`config.mk`:
```
export PLATFORM = sky130hd
export DESIGN_NAME = inst_fetch_flat
export DESIGN_NICKNAME = d
export VERILOG_FILES = /design/src/rtl/inst_fetch_pkg.sv /design/src/rtl/inst_fetch_if.sv /design/src/rtl/inst_fetch_fetch_queue.sv /design/src/rtl/inst_fetch.sv /design/src/flat_wrapper.sv
export SDC_FILE = /design/constraint.sdc
export NUM_CORES = 1
export LEC_CHECK = 0
export ABC_AREA = 1
export CAP_MARGIN = 20
export CORE_ASPECT_RATIO = 0.75
export CORE_MARGIN = 1
export CORE_UTILIZATION = 35
export DETAILED_ROUTE_END_ITERATION = 7
export GPL_TIMING_DRIVEN = 0
export SETUP_SLACK_MARGIN = 0.1
export SYNTH_ARGS = -nofsm -noshare
export SYNTH_HDL_FRONTEND = slang
export SYNTH_SLANG_ARGS = --single-unit
```
`constraint.sdc`:
```
create_clock -name clock -period 8.7 [get_ports clock]
set_clock_uncertainty 0.2 [all_clocks]
set_input_delay 0.87 -clock clock [delete_from_list [all_inputs] [get_ports clock]]
set_output_delay 0.87 -clock clock [all_outputs]
set_load 0.03 [all_outputs]
```
`src/rtl/inst_fetch_pkg.sv`:
```
// Shared fetch types: instruction width, default reset PC and the {pc, inst} entry handed to decode.
package inst_fetch_pkg;

  localparam int          INST_WIDTH       = 32;
  localparam logic [31:0] DEFAULT_RESET_PC = 32'h0000_0000;

  typedef struct packed {
    logic [31:0]           pc;
    logic [INST_WIDTH-1:0] inst;
  } fetch_entry_t;

  function automatic logic pc_aligned(input logic [31:0] pc);
    return pc[1:0] == 2'b00;
  endfunction

endpackage

```
`src/rtl/inst_fetch_if.sv`:
```
// Fetch-stage bus bundle: ROM port, redirect request, decode handshake and fault status.
interface inst_fetch_if;
  logic [31:0] rom_addr;
  logic [31:0] rom_data;
  logic        redirect_valid;
  logic [31:0] redirect_pc;
  logic        out_valid;
  logic        out_ready;
  logic [31:0] out_inst;
  logic [31:0] out_pc;
  logic [31:0] out_pc_plus4;
  logic        fetch_fault;
  logic [31:0] fault_pc;

  modport master (
    output rom_addr, out_valid, out_inst, out_pc, out_pc_plus4, fetch_fault, fault_pc,
    input  rom_data, redirect_valid, redirect_pc, out_ready
  );

  modport slave (
    input  rom_addr, out_valid, out_inst, out_pc, out_pc_plus4, fetch_fault, fault_pc,
    output rom_data, redirect_valid, redirect_pc, out_ready
  );
endinterface

```
`src/rtl/inst_fetch_fetch_queue.sv`:
```
// Fetch-entry FIFO, one-cycle push-to-head latency; pushes are dropped while full, flush empties it.
// Head outputs and valid come straight from flops, so pop/flush never reach them combinationally.
module fetch_queue
  import inst_fetch_pkg::*;
#(
  parameter int  DEPTH = 2,
  localparam int AW    = $clog2(DEPTH),
  localparam int CW    = AW + 1
) (
  input  logic         clock,
  input  logic         reset,
  input  logic         push,
  input  fetch_entry_t push_dat,
  input  logic         pop,
  input  logic         flush,
  output logic [CW-1:0] count,
  output logic         head_vld,
  output fetch_entry_t head_dat
);

  localparam logic [CW-1:0] FULL = CW'(DEPTH);

  fetch_entry_t  mem_q [DEPTH];
  fetch_entry_t  mem_d [DEPTH];
  logic [AW-1:0] wr_ptr_q, wr_ptr_d;
  logic [AW-1:0] rd_ptr_q, rd_ptr_d;
  logic [CW-1:0] count_q, count_d;
  logic          do_push, do_pop;

  always_comb begin
    mem_d    = mem_q;
    wr_ptr_d = wr_ptr_q;
    rd_ptr_d = rd_ptr_q;
    count_d  = count_q;
    // Fullness is judged on the start-of-cycle count, so a same-cycle pop never frees a slot.
    do_push  = push && (count_q != FULL);
    do_pop   = pop && (count_q != '0);
    if (flush) begin
      wr_ptr_d = '0;
      rd_ptr_d = '0;
      count_d  = '0;
    end else begin
      if (do_push) begin
        mem_d[wr_ptr_q] = push_dat;
        wr_ptr_d        = wr_ptr_q + AW'(1);
      end
      if (do_pop) begin
        rd_ptr_d = rd_ptr_q + AW'(1);
      end
      if (do_push && !do_pop) begin
        count_d = count_q + CW'(1);
      end else if (!do_push && do_pop) begin
        count_d = count_q - CW'(1);
      end
    end
  end

  always_ff @(posedge clock or posedge reset) begin
    if (reset) begin
      mem_q    <= '{default: '0};
      wr_ptr_q <= '0;
      rd_ptr_q <= '0;
      count_q  <= '0;
    end else begin
      mem_q    <= mem_d;
      wr_ptr_q <= wr_ptr_d;
      rd_ptr_q <= rd_ptr_d;
      count_q  <= count_d;
    end
  end

  assign count    = count_q;
  assign head_vld = (count_q != '0);
  assign head_dat = mem_q[rd_ptr_q];

endmodule

```
`src/rtl/inst_fetch.sv`:
```
// MIPS fetch stage: PC register, ROM addressing and a fetch queue toward decode; push-to-output 1 edge.
// Fetch stalls while the queue is full or a fault is latched; a redirect flushes and reloads the PC.
module inst_fetch
  import inst_fetch_pkg::*;
#(
  parameter logic [31:0] RESET_PC    = DEFAULT_RESET_PC,
  parameter int          QUEUE_DEPTH = 2
) (
  input  logic         clock,
  input  logic         reset,
  inst_fetch_if.master bus
);

  localparam int            CW   = $clog2(QUEUE_DEPTH) + 1;
  localparam logic [CW-1:0] FULL = CW'(QUEUE_DEPTH);

  logic [31:0]   pc_q, pc_d;
  logic          fault_q, fault_d;
  logic [31:0]   fault_pc_q, fault_pc_d;
  logic          fetch_en;
  logic [CW-1:0] q_count;
  logic          head_vld;
  fetch_entry_t  head_dat;
  fetch_entry_t  push_dat;

  always_comb begin
    fetch_en   = !bus.redirect_valid && !fault_q && (q_count != FULL);
    pc_d       = pc_q;
    fault_d    = fault_q;
    fault_pc_d = fault_pc_q;
    if (bus.redirect_valid) begin
      pc_d    = bus.redirect_pc;
      fault_d = !pc_aligned(bus.redirect_pc);
      if (!pc_aligned(bus.redirect_pc)) begin
        fault_pc_d = bus.redirect_pc;
      end
    end else if (fetch_en) begin
      pc_d = pc_q + 32'd4;
    end
  end

  always_ff @(posedge clock or posedge reset) begin
    if (reset) begin
      pc_q       <= RESET_PC;
      fault_q    <= 1'b0;
      fault_pc_q <= '0;
    end else begin
      pc_q       <= pc_d;
      fault_q    <= fault_d;
      fault_pc_q <= fault_pc_d;
    end
  end

  assign push_dat = '{pc: pc_q, inst: bus.rom_data};

  fetch_queue #(.DEPTH(QUEUE_DEPTH)) u_queue (
    .clock    (clock),
    .reset    (reset),
    .push     (fetch_en),
    .push_dat (push_dat),
    .pop      (head_vld && bus.out_ready),
    .flush    (bus.redirect_valid),
    .count    (q_count),
    .head_vld (head_vld),
    .head_dat (head_dat)
  );

  assign bus.rom_addr     = pc_q;
  assign bus.out_valid    = head_vld;
  assign bus.out_inst     = head_dat.inst;
  assign bus.out_pc       = head_dat.pc;
  assign bus.out_pc_plus4 = head_dat.pc + 32'd4;
  assign bus.fetch_fault  = fault_q;
  assign bus.fault_pc     = fault_pc_q;

endmodule

```
`src/flat_wrapper.sv`:
```
// flat-port wrapper written by rule: the top's interface ports become plain ports
module inst_fetch_flat import inst_fetch_pkg::*;
#(
  parameter logic [31:0] RESET_PC    = DEFAULT_RESET_PC,
  parameter int          QUEUE_DEPTH = 2
)
  (clock, reset, bus_rom_addr, bus_out_valid, bus_out_inst, bus_out_pc, bus_out_pc_plus4, bus_fetch_fault, bus_fault_pc, bus_rom_data, bus_redirect_valid, bus_redirect_pc, bus_out_ready);
  inst_fetch_if bus_i ();
  input  logic clock;
  input  logic reset;
  output wire logic [$bits(bus_i.rom_addr)-1:0] bus_rom_addr;
  output wire logic [$bits(bus_i.out_valid)-1:0] bus_out_valid;
  output wire logic [$bits(bus_i.out_inst)-1:0] bus_out_inst;
  output wire logic [$bits(bus_i.out_pc)-1:0] bus_out_pc;
  output wire logic [$bits(bus_i.out_pc_plus4)-1:0] bus_out_pc_plus4;
  output wire logic [$bits(bus_i.fetch_fault)-1:0] bus_fetch_fault;
  output wire logic [$bits(bus_i.fault_pc)-1:0] bus_fault_pc;
  input wire logic [$bits(bus_i.rom_data)-1:0] bus_rom_data;
  input wire logic [$bits(bus_i.redirect_valid)-1:0] bus_redirect_valid;
  input wire logic [$bits(bus_i.redirect_pc)-1:0] bus_redirect_pc;
  input wire logic [$bits(bus_i.out_ready)-1:0] bus_out_ready;
  assign bus_rom_addr = bus_i.rom_addr;
  assign bus_out_valid = bus_i.out_valid;
  assign bus_out_inst = bus_i.out_inst;
  assign bus_out_pc = bus_i.out_pc;
  assign bus_out_pc_plus4 = bus_i.out_pc_plus4;
  assign bus_fetch_fault = bus_i.fetch_fault;
  assign bus_fault_pc = bus_i.fault_pc;
  assign bus_i.rom_data = bus_rom_data;
  assign bus_i.redirect_valid = bus_redirect_valid;
  assign bus_i.redirect_pc = bus_redirect_pc;
  assign bus_i.out_ready = bus_out_ready;
  inst_fetch #(.RESET_PC(RESET_PC), .QUEUE_DEPTH(QUEUE_DEPTH)) u_core (.clock(clock), .reset(reset), .bus(bus_i));
endmodule
```
==> reports/writeup.txt <==
The flow ran to the end, and the final reports show no timing, DRC or antenna violations. The tools report the number of global-route vias before repair as 8740. The peak supply drop was 0.162 mV; the depth of the most critical reg-to-reg path was 8. Data arrives at the worst endpoint at 3490 ps. TritonCTS built the clock tree. The top register by number of flip-flops was u_core.u_queue.mem_q.

Per the Yosys statistics, synthesis produced 1303 cells. Per the synthesis report, the dominant area consumer among library cells is dfrtp_1. The fraction of power spent switching nets works out to 41.6%. By area the synthesized netlist is led by dfrtp_1 (50%), nand2_1 (19%), o21ai_0 (8.2%).

The run gives 37.4% for the flop share of the area. For the tally of clock buffers in the finished layout, the log shows 17. The number of flip-flops and latches in the synthesized netlist works out to 197. In this run the count of I/O pins placed on the die edge is 230. Timing analysis after detailed placement gives a worst setup slack of 4660 ps. The tools report the launch point of the worst reg-to-reg path as u_core.bus.rom_addr[3]$_DFFE_PP0P_. The H-tree depth was 4; the XOR/XNOR share of the synthesized area was 1.87%. STA classifies the critical path startpoint as a flip-flop. Tap insertion was completed with 351 tapcells. The run gives 2 for the maximum count of clock buffers along a single path. Sorting the synthesized cells by how often they occur yields nand2_1 (511), dfrtp_1 (197), o21ai_0 (162), inv_1 (125), nor2_1 (79). Listed in order, past its start point the critical path passes inv_2, buf_2, nand2_1, o21ai_2, ha_1, inv_1, nor2_4, nand2_2, nor2_2, xor2_1, clkdlybuf4s50_1. Pin slew with the least headroom to its limit: 714 ps.

For the half-perimeter wire length of the detailed placement result, the log shows 24400 µm. The finished layout reports a core utilization of 48.2%. The logs give a warning total of 28. For this sky-water flow run, the detailed-routed wirelength per cell is reported as 16.9 µm. The sum of overflow across all layers after global routing is 0. With the hold-critical path depth at 2, the via count normalized by instance count is 4.92. The run gives 2120 µm for the met3 wire length. For the sequential share of power, the log shows 35.8%.
### Wiring by layer

Two of the layers only.
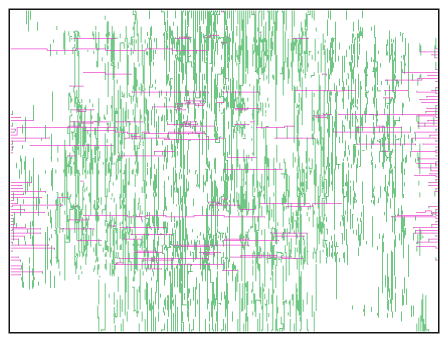
[met2] green | wire length: 13800 µm
[met3] magenta | wire length: 2120 µm

### Sequential cells colored by netlist name

Scale bar: 50 µm. Other sequential cells in the stronger gray, the rest of the logic in the fainter gray.
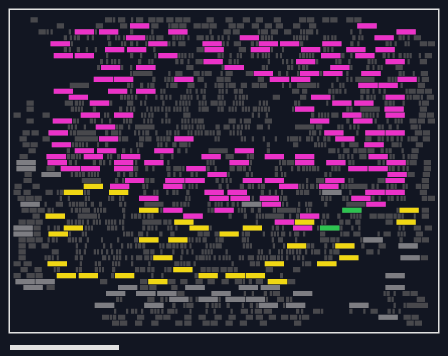
[`u_core.bus.rom_addr`] yellow | placed flops: 32 | where: a horizontal strip, bottom
[`u_core.u_queue.mem_q`] magenta | placed flops: 128
[`u_core.u_queue.count`] green | placed flops: 2
not colored: 35

### Routing congestion map

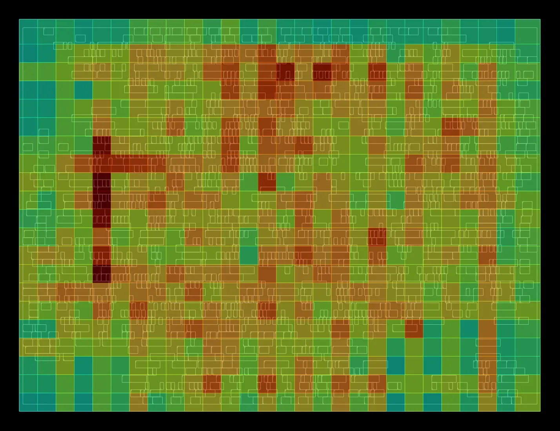
global routing's busiest layer: met1
GRT met1 Usage: 36.1%

### Port wiring

Scale bar: 50 µm.
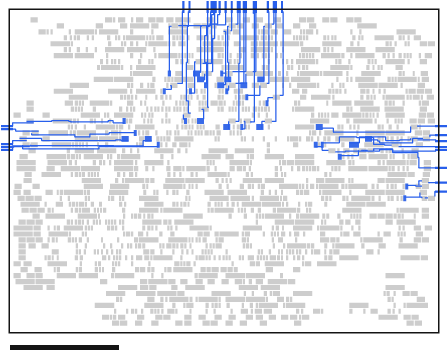
[`bus_out_pc_plus4`] blue | bits: 32 | direction: output | edge: 19 north, 8 east, 5 west | end cells: 32 | buffers: 34 | wire: 1470 µm

### Metal 1

Scale bar: 50 µm. Supply wires on this layer in gray.
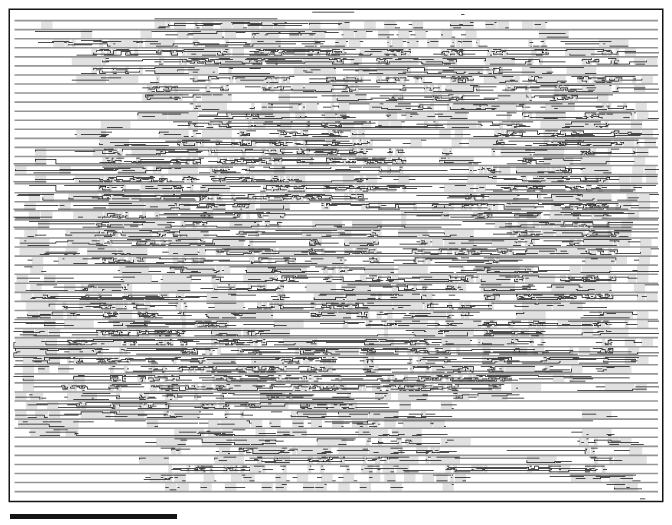
nets with wire on the layer: 1482
main direction: horizontal
share of all routed wire: 50%
wire length on this layer: 16300 µm
longest straight run: 67.6 µm

Power is estimated from default activity; no workload was simulated.
